$ cat config.mk
export PLATFORM = sky130hd
export DESIGN_NAME = pipe_stage_reg
export DESIGN_NICKNAME = d
export VERILOG_FILES = /design/src/rtl/pipe_stage_reg.sv
export SDC_FILE = /design/constraint.sdc
export NUM_CORES = 1
export LEC_CHECK = 0
export CORE_AREA = 2 2 170 172
export CTS_CLUSTER_SIZE = 16
export DETAILED_ROUTE_END_ITERATION = 16
export DIE_AREA = 0 0 172 174
export PLACE_DENSITY = 0.75
export SYNTH_ARGS = -nofsm -noshare
export SYNTH_HDL_FRONTEND = slang
export SYNTH_SLANG_ARGS = --single-unit
$ cat constraint.sdc
create_clock -name clk -period 5.7 [get_ports clk]
set_input_delay 1.14 -clock clk [delete_from_list [all_inputs] [get_ports clk]]
set_output_delay 1.14 -clock clk [all_outputs]
set_load 0.01 [all_outputs]
$ cat src/rtl/pipe_stage_reg.sv
// Generic inter-stage pipeline register: ctrl/data payload, valid/ready
// handshake, optional two-entry skid, flush/hold, profiling counters.
module pipe_stage_reg #(
  parameter int CTRL_W    = 16,
  parameter int DATA_W    = 128,
  parameter int SKID      = 1,
  parameter int CLEAR_ALL = 1,
  parameter int CNT_W     = 16
) (
  input  logic              clk,
  input  logic              rst,
  input  logic              flush,
  input  logic              hold,
  input  logic              in_valid,
  output logic              in_ready,
  input  logic [CTRL_W-1:0] in_ctrl,
  input  logic [DATA_W-1:0] in_data,
  output logic              out_valid,
  input  logic              out_ready,
  output logic [CTRL_W-1:0] out_ctrl,
  output logic [DATA_W-1:0] out_data,
  output logic [1:0]        occupancy,
  output logic [CNT_W-1:0]  stall_cnt,
  output logic [CNT_W-1:0]  bubble_cnt
);

  logic              main_v;
  logic [CTRL_W-1:0] main_c;
  logic [DATA_W-1:0] main_d;
  logic              skid_v;
  logic              accept;
  logic              pop;

  assign pop       = main_v & out_ready & ~hold;
  assign accept    = in_valid & in_ready;
  assign out_valid = main_v & ~hold;
  assign out_ctrl  = out_valid ? main_c : '0;
  assign out_data  = main_d;
  assign occupancy = {1'b0, main_v} + {1'b0, skid_v};

  generate
    if (SKID != 0) begin : g_skid
      logic [CTRL_W-1:0] skid_c;
      logic [DATA_W-1:0] skid_d;

      // Registered ready: the skid slot absorbs the beat in flight.
      assign in_ready = ~skid_v & ~rst;

      always_ff @(posedge clk) begin
        if (rst) begin
          main_v <= 1'b0;
          main_c <= '0;
          main_d <= '0;
          skid_v <= 1'b0;
          skid_c <= '0;
          skid_d <= '0;
        end else if (flush) begin
          main_v <= 1'b0;
          main_c <= '0;
          skid_v <= 1'b0;
          skid_c <= '0;
          if (CLEAR_ALL != 0) begin
            main_d <= '0;
            skid_d <= '0;
          end
        end else if (pop) begin
          if (skid_v) begin
            main_c <= skid_c;
            main_d <= skid_d;
            skid_v <= 1'b0;
          end else if (accept) begin
            main_c <= in_ctrl;
            main_d <= in_data;
          end else begin
            main_v <= 1'b0;
          end
        end else if (accept) begin
          if (!main_v) begin
            main_v <= 1'b1;
            main_c <= in_ctrl;
            main_d <= in_data;
          end else begin
            skid_v <= 1'b1;
            skid_c <= in_ctrl;
            skid_d <= in_data;
          end
        end
      end
    end else begin : g_single
      assign skid_v   = 1'b0;
      assign in_ready = (~main_v | pop) & ~rst;

      always_ff @(posedge clk) begin
        if (rst) begin
          main_v <= 1'b0;
          main_c <= '0;
          main_d <= '0;
        end else if (flush) begin
          main_v <= 1'b0;
          main_c <= '0;
          if (CLEAR_ALL != 0) begin
            main_d <= '0;
          end
        end else if (accept) begin
          main_v <= 1'b1;
          main_c <= in_ctrl;
          main_d <= in_data;
        end else if (pop) begin
          main_v <= 1'b0;
        end
      end
    end
  endgenerate

  // Saturating profile counters; a flushed head is not a stall.
  always_ff @(posedge clk) begin
    if (rst) begin
      stall_cnt  <= '0;
      bubble_cnt <= '0;
    end else begin
      if (!main_v && bubble_cnt != '1) begin
        bubble_cnt <= bubble_cnt + 1'b1;
      end
      if (main_v && !pop && !flush && stall_cnt != '1) begin
        stall_cnt <= stall_cnt + 1'b1;
      end
    end
  end

endmodule

==> out/qor.tcl, run 1 <==
set qor(tns_ps) 0
set qor(highest-signal-layer) {met4}
set qor(post-dp-hpwl_mm) 23.0
set qor(clockRootBuffer) {clkbuf_16}
set qor(rsz0062_at_grt) {no}
set qor(first_iter_violations) 1011
set qor(post_route_insts_no_fill) 2326
set qor(post-cts-setup-buffer-count) 0
set qor(synth_simple_gate_area_share) 0.226
set qor(cts_inserted_buffers) 36
set qor(fa_ha_area_frac) 0.00391
set qor(cpMostUsedCell) {clkdlybuf4s50_1}
set qor(cts.sinks) 322
set qor(cts-root-to-sink-buffers) 3
set qor(busiest_layer) {met2}
set qor(worstPathArrival_ps) 2740
set qor(hold-path-endpoint) {g_skid.skid_c[0]}
set qor(syn_area_mm2) 0.0128
set qor(timing.critical_path.buf_inv) 3
set qor(routed_wirelength_mm) 38.4
set qor(outcome) {finished, final reports clean}
set qor(cp_max_fo) 18
set qor(xor_area_frac) 0
set qor(routabilityCongestion) 0.824
set qor(setup_viol_count_final) 0
[run 1: where the power goes]
| part | total (mW) | leakage [nW] | internal [mW] | switching, mW |
|---|---|---|---|---|
| sequential | 2.29 | 2.60 | 2.27 | 0.0163 |
| clock | 2.30 | 0.580 | 1.40 | 0.908 |
| combinational | 0.304 | 2.81 | 0.154 | 0.150 |
[run 1: worst register-to-register path: cells and delay by family (launching register included)]
family,cells,cell delay [ps]
buffers and inverters,2,620
flip-flops,1,400
adder cells (fa/ha/maj),1,240
AND-OR/OR-AND,3,820
AND/OR/NAND/NOR,1,680
[run 1: stage by stage]
step	utilization	setup WS, ps	power, mW
after floorplan	-	2570	2.45
after global placement	0.574	1760	2.64
after detailed placement	0.574	1660	2.64
after CTS	0.616	1830	4.94
after global routing	0.616	1750	5.07
final	0.616	1820	4.90
[run 1: layout make-up]
type,instances,area [um^2],area share
clock inverters,9,109,0.00626
clock buffers,56,1080,0.0619
multi-input cells,1199,5780,0.333
diodes,3,7.51,0.000432
inverters,9,33.8,0.00194
repair buffers,344,3460,0.199
flip-flops and latches,322,6450,0.371
well taps,384,480,0.0276
[run 1: synth_stat cells (5+ instances only)]
cell        n
nand2_1   589
dfxtp_1   322
a21oi_1   164
a31oi_1   148
o21ai_0   126
clkbuf_1   87
buf_2      33
o21ai_1    25
and2_1     17
nor2_1     17
nand3_1    13
nand4_1    11
inv_1       9
nor2b_1     9
buf_4       8
o31ai_1     8
mux2_2      7
nor3_1      7
or4_1       7
nor4_1      6
or3_1       5
[run 1: flip-flops by register name (all words and copies together) (netlist names)]
signal,count
g_skid.skid_d,128
out_data,128
bubble_cnt,16
g_skid.skid_c,16
main_c,16
stall_cnt,16
main_v,1
skid_v,1
### Zoomed window, run 1

Region (74, 74) to (99, 99) um. Cells in grey, sequential cells in the stronger grey; small squares are vias.
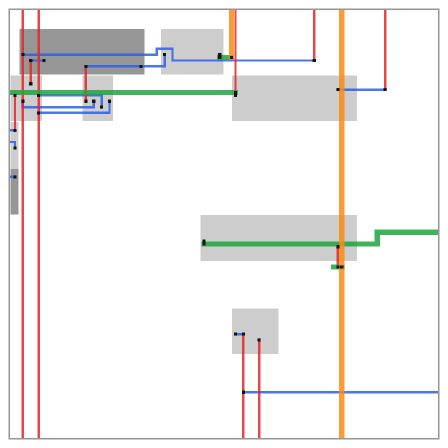
| colour | layer |
|---|---|
| blue | M1 |
| orange | M4 |
| red | M2 |
| green | M3 |
sequential cells in the window: 1
cells with their middle in the window: 7
netlist names of flops here include: out_data (1)

### Clock wires, drivers and flops, run 1

Scale: 3 px per um.
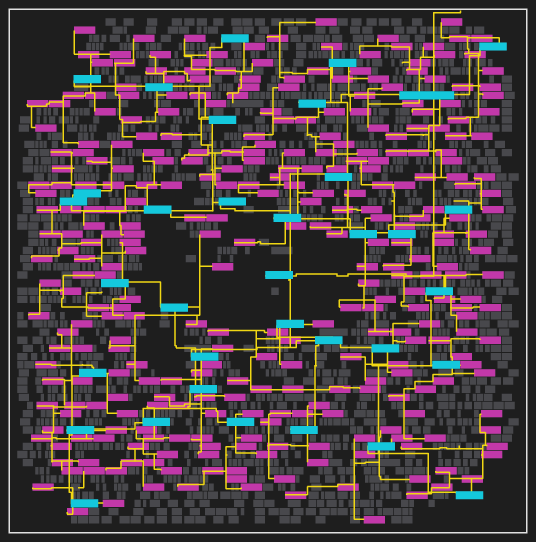
[yellow] clock wires | length: 3920 um
[magenta] flip-flops | count: 322
[cyan] clock-net drivers | count: 36
routed clock nets: 37
worst clock skew: 8.66 ps
clock network fraction of total power: 0.470
insertion delay at the late pin of the worst-skew pair: 510 ps
power in the clock group: 2.30 mW

### Placed cells, one colour a class, run 1

Scale: 2 px per um. Fill, decap, tap and diode cells in grey.
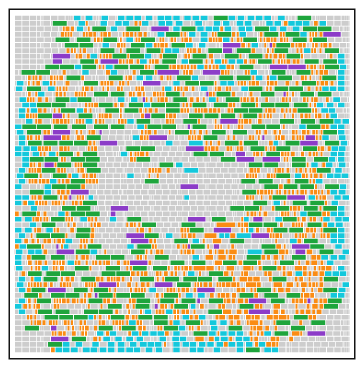
| colour | class | cells | share of their area |
|---|---|---|---|
| cyan | remaining buffers and delay cells | 344 | 20% |
| green | registers | 322 | 38% |
| purple | clock drivers and dummy loads | 65 | 7.0% |
| orange | remaining logic cells | 1208 | 34% |
Core Rows: 62
sequential share of cell area: 0.371
Core Footprint: 0.0282 mm^2
utilization of the core after routing: 0.616
post-route cell area: 0.0174 mm^2

### Cell density map, run 1

Scale: 1.5 px per um. 17 x 17 tiles, from black (low) to pale yellow (high), 0 to 100% covered.
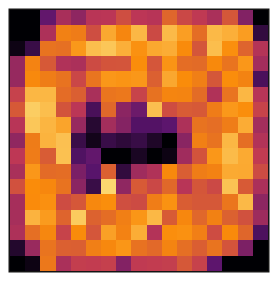

==> run 1 -> run 2 <==
==> constraint.sdc (replaced) <==
create_clock -name clk -period 3.92 [get_ports clk]
set_input_delay 0.784 -clock clk [delete_from_list [all_inputs] [get_ports clk]]
set_output_delay 0.784 -clock clk [all_outputs]
set_load 0.01 [all_outputs]
### Cell density map, run 2

Scale: 1.5 px per um. 17 x 17 tiles, from black (low) to pale yellow (high), 0 to 100% covered.
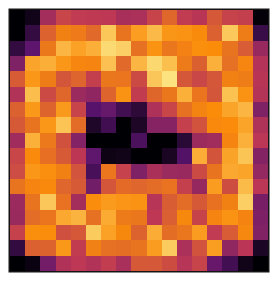
fullest tile: 94%
emptiest ninth of the die: middle
mean over tiles: 57%
nearly empty tiles: 4.5%
tiles over 75% full: 23%
utilization of the core after routing: 0.621
floorplan-stage core utilization: 0.453

==> run 2 against run 1 <==
Against the previous run:
- non-clock buffer count grew 5
- sequential power grew 45%
- cell area grew 0.73%
- clock power grew 47%
- worst setup slack lost 1100 ps
- area after synthesis is the same
- hold slack is essentially flat
- power grew 46%
- flip-flop count is the same
- via count shrank 0.37%
- count of clock-buffer cells in the layout shrank 2
- combinational power grew 48%
==> out/qor.tcl, run 2 <==
set qor(final_critical_path_share_of_the_clock_period) 0.824
set qor(cts_inserted_buffers) 35 ;# -2.8%
set qor(first_iter_violations) 946 ;# -6.4%
set qor(detailedRoute.firstPassIterationCount) 5
set qor(xor_area_frac) 0 ;# unchanged
set qor(drc_errors) 0
set qor(setup_viol_count_final) 0 ;# unchanged
set qor(num_io_pins) 330
set qor(routabilityCongestion) 0.817 ;# -0.75%
set qor(critical_path.endpoint_type) {primary output}
set qor(setup_ws_ps) 691 ;# -1130 ps
set qor(synth_flops) 322
set qor(tns_ps) 0 ;# unchanged
set qor(floorplan.core_area_mm2) 0.0282 ;# unchanged
set qor(worstPathArrival_ps) 2450 ;# -290 ps
set qor(cp_max_fo) 18 ;# unchanged
set qor(post-cts-setup-buffer-count) 0 ;# unchanged
set qor(num_antenna_cells) 0 ;# -3
set qor(timing_hold_violations_final) 0
set qor(std_cell_rows) 62 ;# unchanged
set qor(synth_simple_gate_area_share) 0.226 ;# unchanged
set qor(outcome) {finished, final reports clean}
set qor(antenna_nets_post_route) 0
set qor(final-seq-area_mm2) 0.00645 ;# unchanged
set qor(rsz0062_at_grt) {no}
set qor(final-comb-area_mm2) 0.00578 ;# unchanged
set qor(routed_wirelength_mm) 37.7 ;# -1.7%
set qor(cts.sinks) 322 ;# unchanged
set qor(synth.cells.most_frequent) {nand2_1 (589), dfxtp_1 (322), a21oi_1 (164), a31oi_1 (148), o21ai_0 (126)}
set qor(worst_hold_slack_ps) 452
set qor(cts-root-to-sink-buffers) 3 ;# unchanged
set qor(syn_area_mm2) 0.0128 ;# unchanged
set qor(fa_ha_area_frac) 0.00391 ;# unchanged
set qor(clockRootBuffer) {clkbuf_16}
set qor(detailedPlace.worstSlack_ps) 630 ;# -1030 ps
set qor(yosysMostFrequentCell) {nand2_1}
set qor(clk-insertion-delay-late_ps) 510 ;# about the same
set qor(totalPowerFinal_mw) 7.14 ;# +46%
set qor(timing.final.max_slew_violations) 0
set qor(number_of_enable_type_register_cells_in_the_synthesized_netlist) 0
### Clock wires, drivers and flops, run 2

Scale: 3 px per um.
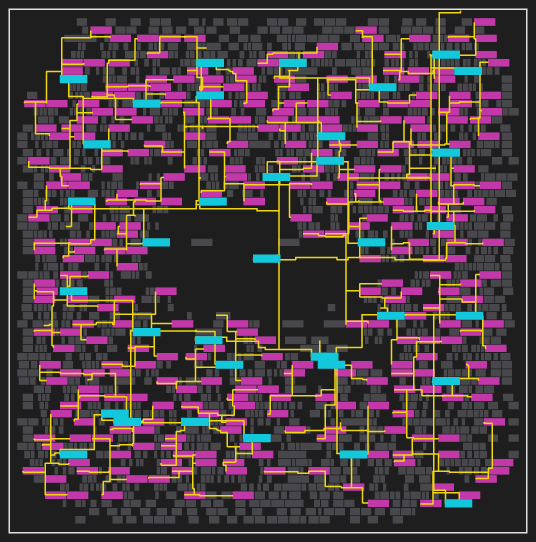
[magenta] flip-flops | count: 322
[yellow] clock wires | length: 3850 um
[cyan] clock-net drivers | count: 35
routed clock nets: 36
flops lie: all over the die
power in the clock group: 3.37 mW
clock network fraction of total power: 0.471
worst clock skew: 17.6 ps

run 2: metal layers:
metal  wire length, um  share of wire  global-route usage  vias up
met2             17600           0.47               0.395      457
met4              1590          0.042               0.105        0
met5                 0              0                   0        -
met1             15700           0.42               0.306     5889
met3              2770          0.073              0.0512       87
li1                  -              -                   -     6194
run 2: cell type report:
type,count,share of cell area
inverter,9,0.00193
clock buffer,54,0.0604
clock inverter,7,0.00714
tap,384,0.0274
multi-input combinational,1199,0.330
timing repair buffer,349,0.205
sequential,322,0.368
run 2: final timing paths:
check / start / to / slack (ps) / depth (start not counted)
setup / recovery: main_v / out_ctrl[9] / 690 / 4
hold / removal: g_skid.skid_c[4] / g_skid.skid_c[4] / 450 / 2
hold reg to reg: g_skid.skid_c[4] / g_skid.skid_c[4] / 450 / 2
setup reg to reg: main_v / out_data[93] / 1180 / 6
run 2: critical path, delay by kind of cell (launching register included):
family | cells | cell delay [ps]
buffers and inverters | 2 | 800
DFF | 1 | 720
and+or+nand+nor | 2 | 410
run 2: cells by family after synthesis:
kind of cell	Yosys count
and+or+nand+nor	701
AOI/OAI and AO/OA	487
DFF	322
buffers and inverters	141
muxes	7
adders and majority gates	4
run 2: where the power goes:
group | switching (mW) | total (mW) | internal (mW)
Combinational | 0.219 | 0.449 | 0.230
Sequential | 0.0230 | 3.33 | 3.31
Clock | 1.31 | 3.37 | 2.06
run 2: stage by stage:
step / instances / cell area, um^2
6_report: 2324 / 17500
5_1_grt: 2324 / 17500
4_1_cts: 2324 / 17500
3_3_place_gp: 2263 / 16300
2_1_floorplan: 1662 / 12800
3_5_place_dp: 2263 / 16300
### Met1 routing, run 2

Scale: 3 px per um.
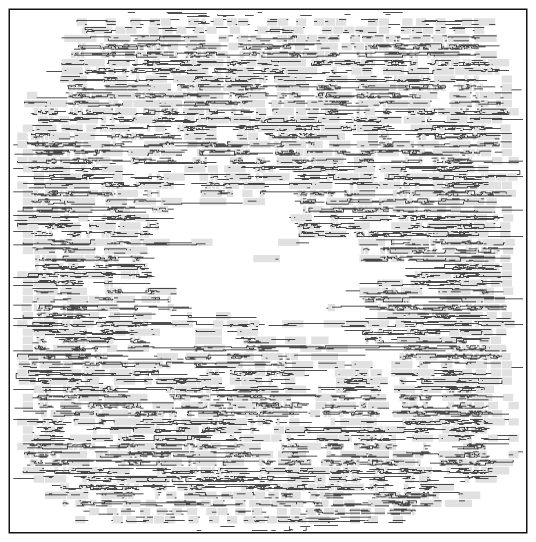

==> run 2 -> run 3 <==
--- a/config.mk
+++ b/config.mk
@@ -5,10 +5,10 @@
 export SDC_FILE = /design/constraint.sdc
 export NUM_CORES = 1
 export LEC_CHECK = 0
-export CORE_AREA = 2 2 170 172
+export CORE_AREA = 2 2 174 176
 export CTS_CLUSTER_SIZE = 16
 export DETAILED_ROUTE_END_ITERATION = 16
-export DIE_AREA = 0 0 172 174
+export DIE_AREA = 0 0 176 178
 export PLACE_DENSITY = 0.75
 export SYNTH_ARGS = -nofsm -noshare
 export SYNTH_HDL_FRONTEND = slang
==> constraint.sdc (replaced) <==
create_clock -name clk -period 2.8 [get_ports clk]
set_input_delay 0.56 -clock clk [delete_from_list [all_inputs] [get_ports clk]]
set_output_delay 0.56 -clock clk [all_outputs]
set_load 0.01 [all_outputs]
### Met1 routing, run 3

Scale: 3 px per um.
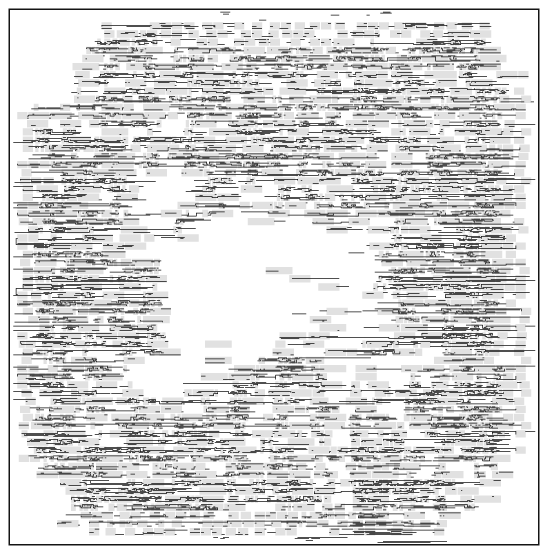
main direction: horizontal
share of all routed wire: 41%
met1 demand-to-capacity share in global routing: 0.289
drt total wl: 38.1 mm
routed vias: 12.7k

### Clock wires, drivers and flops, run 3

Scale: 3 px per um.
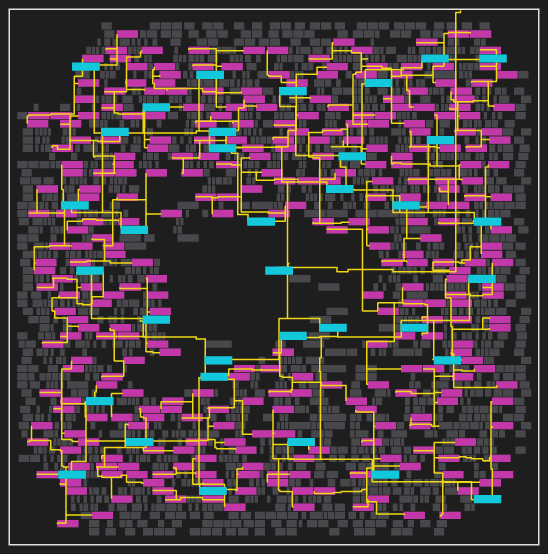
[magenta] flip-flops | count: 322
[cyan] clock-net drivers | count: 35
[yellow] clock wires | length: 3880 um
routed clock nets: 36
flops lie: all over the die
worst clock skew: 9.84 ps
power in the clock group: 4.47 mW
clock network fraction of total power: 0.456

==> run 3 against run 2 <==
Against the previous run:
- worst setup slack lost 550 ps
- clock power up 33%
- highest routed layer unchanged
- critical path type is now in2out
- wire length grew 0.95%
- flip-flop count unchanged
- synthesized cell count did not move
- global-route usage shrank 0.75 points
==> out/qor.tcl, run 3 <==
set qor(drc_errors) 0 ;# unchanged
set qor(final_critical_path_share_of_the_clock_period) 0.951
set qor(cp_max_fo) 18 ;# unchanged
set qor(totalPowerFinal_mw) 9.79 ;# +37%
set qor(setup_viol_count_final) 0 ;# unchanged
set qor(outcome) {finished, final reports clean}
set qor(final-comb-area_mm2) 0.00578 ;# unchanged
set qor(rsz0062_at_grt) {no}
set qor(cts.sinks) 322 ;# unchanged
set qor(crit_family) {buffers and inverters}
set qor(timing.final.max_slew_violations) 0 ;# unchanged
set qor(fa_ha_area_frac) 0.00391 ;# unchanged
set qor(tns_ps) 0 ;# unchanged
set qor(number_of_enable_type_register_cells_in_the_synthesized_netlist) 0 ;# unchanged
set qor(synth_simple_gate_area_share) 0.226 ;# unchanged
set qor(cts-root-to-sink-buffers) 3 ;# unchanged
set qor(timing.critical_path.buf_inv) 3 ;# +1
set qor(std_cell_rows) 63 ;# +1.6%
set qor(worst_hold_slack_ps) 453 ;# +0.999 ps
set qor(synth_flops) 322 ;# unchanged
set qor(first_iter_violations) 991 ;# +4.8%
set qor(final-seq-area_mm2) 0.00645 ;# unchanged
[run 3: layer usage]
layer,vias to the layer above,GRT usage,part of all wire,routed length [um]
met5,-,0,0,0
met4,0,0.103,0.042,1600
met3,93,0.0477,0.068,2610
met2,429,0.396,0.48,18300
met1,5934,0.289,0.41,15600
li1,6237,-,-,-
[run 3: report_power, final]
| group | switching (mW) | internal, mW |
|---|---|---|
| logic | 0.314 | 0.352 |
| registers | 0.0305 | 4.63 |
| clock network | 1.79 | 2.67 |
| total | 2.14 | 7.65 |
[run 3: cell type report]
class | instances | share of cell area
Inverter | 9 | 0.00189
Tap cell | 390 | 0.0273
Antenna cell | 1 | 0.000140
Clock inverter | 5 | 0.00280
Sequential cell | 322 | 0.361
Timing Repair Buffer | 378 | 0.223
Multi-Input combinational cell | 1199 | 0.324
Clock buffer | 52 | 0.0590
[run 3: path summary, 6_finish.rpt]
path | startpoint | end | slack [ps] | depth (start not counted)
max | hold | out_ctrl[6] | 140 | 5
min | g_skid.skid_d[20] | g_skid.skid_d[20] | 450 | 2
max reg2reg | main_v | out_data[104] | 780 | 8
min reg2reg | g_skid.skid_d[20] | g_skid.skid_d[20] | 450 | 2
[run 3: metrics by stage]
| stage | area (um^2) | setup WS, ps |
|---|---|---|
| final | 17800 | 138 |
| after global routing | 17800 | 68.9 |
| after CTS | 17800 | 140 |
| after detailed placement | 16700 | 118 |
| after global placement | 16700 | 176 |
| after floorplan | 12800 | 607 |
[run 3: worst reg2reg max path: stages, from the launching register on]
cell	delay, ps
dfxtp_1	310
buf_4	220
nand3b_2	160
ha_1	260
a221oi_4	300
buf_12	240
buf_12	200
o21ai_0	90
a31oi_1	150
Power figures rest on the tool's default switching activity, not on a simulated workload.
